===== src/rtl/vga_timing_pkg.sv =====
// Default 640x480@60 raster constants and sync-window helpers shared by the
// timing generator, the pixel generator and the testbench.
package vga_timing_pkg;

    localparam int VGA_H_DISPLAY    = 640;
    localparam int VGA_H_FRONT      = 16;
    localparam int VGA_H_SYNC       = 96;
    localparam int VGA_H_BACK       = 48;
    localparam int VGA_V_DISPLAY    = 480;
    localparam int VGA_V_FRONT      = 10;
    localparam int VGA_V_SYNC       = 2;
    localparam int VGA_V_BACK       = 33;
    localparam int VGA_CLK_DIV      = 4;
    localparam bit VGA_SYNC_POL     = 1'b0;
    localparam int VGA_SCREEN_WIDTH = 10;

    localparam int VGA_H_TOTAL = VGA_H_DISPLAY + VGA_H_FRONT + VGA_H_SYNC + VGA_H_BACK;
    localparam int VGA_V_TOTAL = VGA_V_DISPLAY + VGA_V_FRONT + VGA_V_SYNC + VGA_V_BACK;

    // Sync windows are half-open: [start, end)
    localparam int VGA_H_SYNC_START = VGA_H_DISPLAY + VGA_H_FRONT;
    localparam int VGA_H_SYNC_END   = VGA_H_SYNC_START + VGA_H_SYNC;
    localparam int VGA_V_SYNC_START = VGA_V_DISPLAY + VGA_V_FRONT;
    localparam int VGA_V_SYNC_END   = VGA_V_SYNC_START + VGA_V_SYNC;

    function automatic logic in_window(input int pos, input int lo, input int hi);
        return (pos >= lo) && (pos < hi);
    endfunction

endpackage


===== src/rtl/pixel_tick_gen.sv =====
// Divides sys_clk by CLK_DIV; tick is high during the last cycle of each
// division period so the consumer advances on that edge.
module pixel_tick_gen #(
    parameter int CLK_DIV = 4
) (
    input  logic sys_clk,
    input  logic sys_rst_n,
    output logic tick
);

    localparam int DIV_W = (CLK_DIV > 1) ? $clog2(CLK_DIV) : 1;
    localparam logic [DIV_W-1:0] DIV_LAST = DIV_W'(CLK_DIV - 1);
    localparam logic [DIV_W-1:0] DIV_ONE  = DIV_W'(1);

    logic [DIV_W-1:0] div_cnt;

    // With CLK_DIV=1 the counter sits at zero and tick is permanently high.
    assign tick = (div_cnt == DIV_LAST);

    always_ff @(posedge sys_clk or negedge sys_rst_n) begin
        if (!sys_rst_n) begin
            div_cnt <= '0;
        end else if (tick) begin
            div_cnt <= '0;
        end else begin
            div_cnt <= div_cnt + DIV_ONE;
        end
    end

endmodule


===== src/rtl/vga_sync_gen.sv =====
// Raster timing generator: h/v position counters plus registered sync,
// video_on and frame_start, all aligned to the presented x/y.
module vga_sync_gen
    import vga_timing_pkg::*;
#(
    parameter int H_DISPLAY    = VGA_H_DISPLAY,
    parameter int H_FRONT      = VGA_H_FRONT,
    parameter int H_SYNC       = VGA_H_SYNC,
    parameter int H_BACK       = VGA_H_BACK,
    parameter int V_DISPLAY    = VGA_V_DISPLAY,
    parameter int V_FRONT      = VGA_V_FRONT,
    parameter int V_SYNC       = VGA_V_SYNC,
    parameter int V_BACK       = VGA_V_BACK,
    parameter int CLK_DIV      = VGA_CLK_DIV,
    parameter bit SYNC_POL     = VGA_SYNC_POL,
    parameter int SCREEN_WIDTH = VGA_SCREEN_WIDTH
) (
    input  logic                    sys_clk,
    input  logic                    sys_rst_n,
    output logic                    p_tick,
    output logic                    hsync,
    output logic                    vsync,
    output logic                    video_on,
    output logic [SCREEN_WIDTH-1:0] x,
    output logic [SCREEN_WIDTH-1:0] y,
    output logic                    frame_start
);

    localparam int H_TOTAL  = H_DISPLAY + H_FRONT + H_SYNC + H_BACK;
    localparam int V_TOTAL  = V_DISPLAY + V_FRONT + V_SYNC + V_BACK;
    localparam int HS_START = H_DISPLAY + H_FRONT;
    localparam int HS_END   = HS_START + H_SYNC;
    localparam int VS_START = V_DISPLAY + V_FRONT;
    localparam int VS_END   = VS_START + V_SYNC;

    localparam logic [SCREEN_WIDTH-1:0] H_LAST = SCREEN_WIDTH'(H_TOTAL - 1);
    localparam logic [SCREEN_WIDTH-1:0] V_LAST = SCREEN_WIDTH'(V_TOTAL - 1);
    localparam logic [SCREEN_WIDTH-1:0] ONE    = SCREEN_WIDTH'(1);

    logic                    tick;
    logic [SCREEN_WIDTH-1:0] x_next;
    logic [SCREEN_WIDTH-1:0] y_next;

    pixel_tick_gen #(
        .CLK_DIV(CLK_DIV)
    ) u_pixel_tick_gen (
        .sys_clk  (sys_clk),
        .sys_rst_n(sys_rst_n),
        .tick     (tick)
    );

    always_comb begin
        x_next = x;
        y_next = y;
        if (tick) begin
            if (x == H_LAST) begin
                x_next = '0;
                y_next = (y == V_LAST) ? '0 : y + ONE;
            end else begin
                x_next = x + ONE;
            end
        end
    end

    // Decode from x_next/y_next so the registered flags line up with x/y.
    always_ff @(posedge sys_clk or negedge sys_rst_n) begin
        if (!sys_rst_n) begin
            x           <= H_LAST;
            y           <= V_LAST;
            video_on    <= 1'b0;
            hsync       <= ~SYNC_POL;
            vsync       <= ~SYNC_POL;
            p_tick      <= 1'b0;
            frame_start <= 1'b0;
        end else begin
            x           <= x_next;
            y           <= y_next;
            video_on    <= (int'(x_next) < H_DISPLAY) && (int'(y_next) < V_DISPLAY);
            hsync       <= in_window(int'(x_next), HS_START, HS_END) ? SYNC_POL : ~SYNC_POL;
            vsync       <= in_window(int'(y_next), VS_START, VS_END) ? SYNC_POL : ~SYNC_POL;
            p_tick      <= tick;
            frame_start <= tick && (x_next == '0) && (y_next == '0);
        end
    end

endmodule


===== config.mk =====
export PLATFORM = sky130hd
export DESIGN_NAME = vga_sync_gen
export DESIGN_NICKNAME = d
export VERILOG_FILES = /design/src/rtl/vga_timing_pkg.sv /design/src/rtl/pixel_tick_gen.sv /design/src/rtl/vga_sync_gen.sv
export SDC_FILE = /design/constraint.sdc
export NUM_CORES = 1
export LEC_CHECK = 0
export CORE_MARGIN = 10
export CORE_UTILIZATION = 55
export DETAILED_ROUTE_END_ITERATION = 12
export PLACE_DENSITY = 0.95
export SLEW_MARGIN = 20
export SYNTH_ARGS = -nofsm -noshare
export SYNTH_HDL_FRONTEND = slang
export SYNTH_SLANG_ARGS = --single-unit
export TNS_END_PERCENT = 5

===== constraint.sdc =====
create_clock -name sys_clk -period 4.2 [get_ports sys_clk]
set_input_delay 0.42 -clock sys_clk [delete_from_list [all_inputs] [get_ports sys_clk]]
set_output_delay 0.42 -clock sys_clk [all_outputs]
set_load 0.01 [all_outputs]

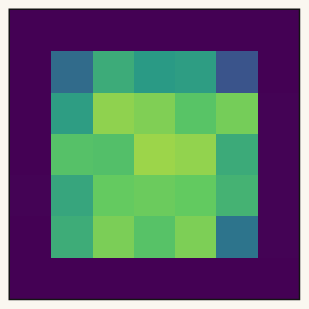
(images/util_map.png)
Drawn at 4 px/um. The die is cut into 7 by 7 equal tiles; dark purple is low, yellow is high, 0 to 100% covered.
fullest tile	85%
nearly empty tiles	49%
tiles over 75% full	20%
mean over tiles	34%
densest ninth of the die	centre
post-layout util: 70.85%
core area: 2545 um^2
Init Core Util: 58.90%

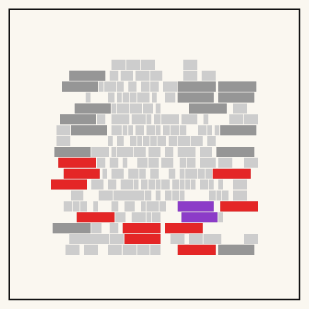
(images/ff_map.png)
Drawn at 4 px/um.
netlist name	colour	placed flops
x	red	10
u_pixel_tick_gen.div_cnt	purple	2
not coloured	15
Reg area: 690.7 um^2
Seq/total area: 38.31%
P_seq: 0.000261 W

==> flow_summary.yaml <==
# implementation run metrics
power:
  power_frac_comb_pct: 1.6
  power-top-group: "sequential cells"
  p_int_w: 0.0002993
  switching_share_pct: 20.61
  clkPwrFrac_pct: 29.3
  p_comb_w: 0.00000599
  cellPowerDensity_nw_per_um2: 209.1
  ir_worst_vdd_v: 0.0001709
finish:
  n_all_buffers: 27
  ff_count: 27
  final_cells: 208
  drive_above_1_share_pct: 12.92
  diodes: 0
  inverters: 10
  clkCellAreaFrac_pct: 1.457
  comb_share_pct: 41.22
  logic_gates: 110
  logic_area_um2: 743.2
  finalNetCount: 185
yosys:
  ff_type: "dfrtp_1"
  yosys_warnings: 0
  top_cells_by_count: "dfrtp_1 (15), nand2_1 (14), dfstp_2 (12)"
  ys_cells: 153
  ys_seq_share_pct: 46.08
  xor_area_share_pct: 7.012
  yosys-top-cells-area: "dfrtp_1 (25%), dfstp_2 (21%), xnor2_1 (4.1%)"
  syn_area_um2: 1499
  top_area_share_pct: 25.04
  edf_count: 0
  syn_inst: 153
  syn_nets: 159
  top_cell: "dfrtp_1"
  synth_area_per_cell_um2: 9.797
  ys.flops: 27
  synthTopLogicFamily: "simple AND/OR/NAND/NOR gates"
  muxShareOfSynthArea_pct: 2.170
  ys_chip_area_um2: 1499
  synth-compound-area-share_pct: 9.098
  ys_sh_adder_pct: 3.339
outcome:
  status: "complete, no violations"
worst_setup_path:
  cp-start-kind: "flip-flop"
  slowest_stage: "nor4_1"
  cpPeakStageDelay_ps: 790
  cp_cell_sequence: "ha_1 -> nand4_1 -> nor4_1 -> nand2_1 -> xor2_1 -> nand4_1 -> nor4_1"
  path_depth: 7
  r2r-start: "x[0]$_DFF_PN1_"
  path_delay_family: "simple AND/OR/NAND/NOR gates"
  reg2reg_depth: 7
  end_kind: "flip-flop"
  worst-endpoint-arrival_ps: 3190
routing:
  dr_wl_met3_um: 311
  drtIter0Drc: 147
  drc: 0
  via_count: 1283
  routedWlPerCell_um: 17.44
  wl_met2_um: 1669
  routed_wl_um: 3628
clock_network:
  cts_setup_buffers: 0
  cts_tree: "yes"
  clock_latency_ps: 330
  cts_buffers: 3
  clk_pin_slew_ps: 140
  cts.htree.levels: 1
  hold_buffers: 0
global_route:
  grt.busiest_layer: "met2"
  grt_usage_pct: 14.44
  grt_pass1_vias: 1252
  overflow: 0
  use_met3_pct: 2.857
  use_met1_pct: 18.43
  antenna_found_initial: 0
die:
  num_rows: 18
  die_area_um2: 5214
  die_w_um: 72.21
  n_tap_cell: 30
final_timing:
  skew_ps: 12.71
  setup_violations: 0
  fmax_mhz: 334.3
  holdWs_ps: 372.9
  layout_setup_ws_ps: 1209
  worst_slew_pin_slew_ps: 906.4
placed_design:
  place_area_um2: 1777
  finalWeightedCongestion: 0.8982
  placedCellCount: 204
flow_run:
  tool_warnings: 27
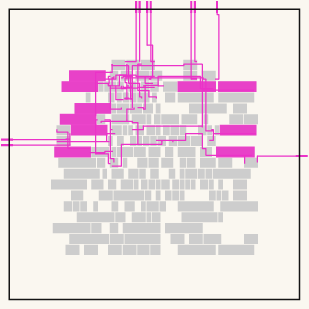
(images/port_trees.png)
Drawn at 4 px/um.
port	colour	direction	end cells	buffers	wire
y	magenta	output	10	10	583 um
port bufs: 26
I/O Pins: 27

-- cells in the final DEF (no fill, tap or decap), types with 2 or more instances in the layout --
cell type / instances
nor2b_1: 2
nor2_1: 8
o21ai_0: 7
ha_1: 4
nand4b_1: 2
inv_1: 10
clkbuf_4: 3
and3_1: 2
xor2_1: 5
clkdlybuf4s50_1: 26
dfrtp_1: 15
nand2_1: 14
mux2_2: 2
xnor2_1: 7
nor3_1: 9
nand3_1: 11
a31oi_1: 4
or3_1: 4
nand4_1: 6
a211oi_1: 2
dfstp_2: 12
nor4_1: 2
-- registers in the layout (all words and copies together) (netlist names) --
signal	flops
video_on	1
vsync	1
x	10
y	10
p_tick	1
frame_start	1
hsync	1
u_pixel_tick_gen.div_cnt	2
No activity file was given, so power comes from the tool's default toggle rates.
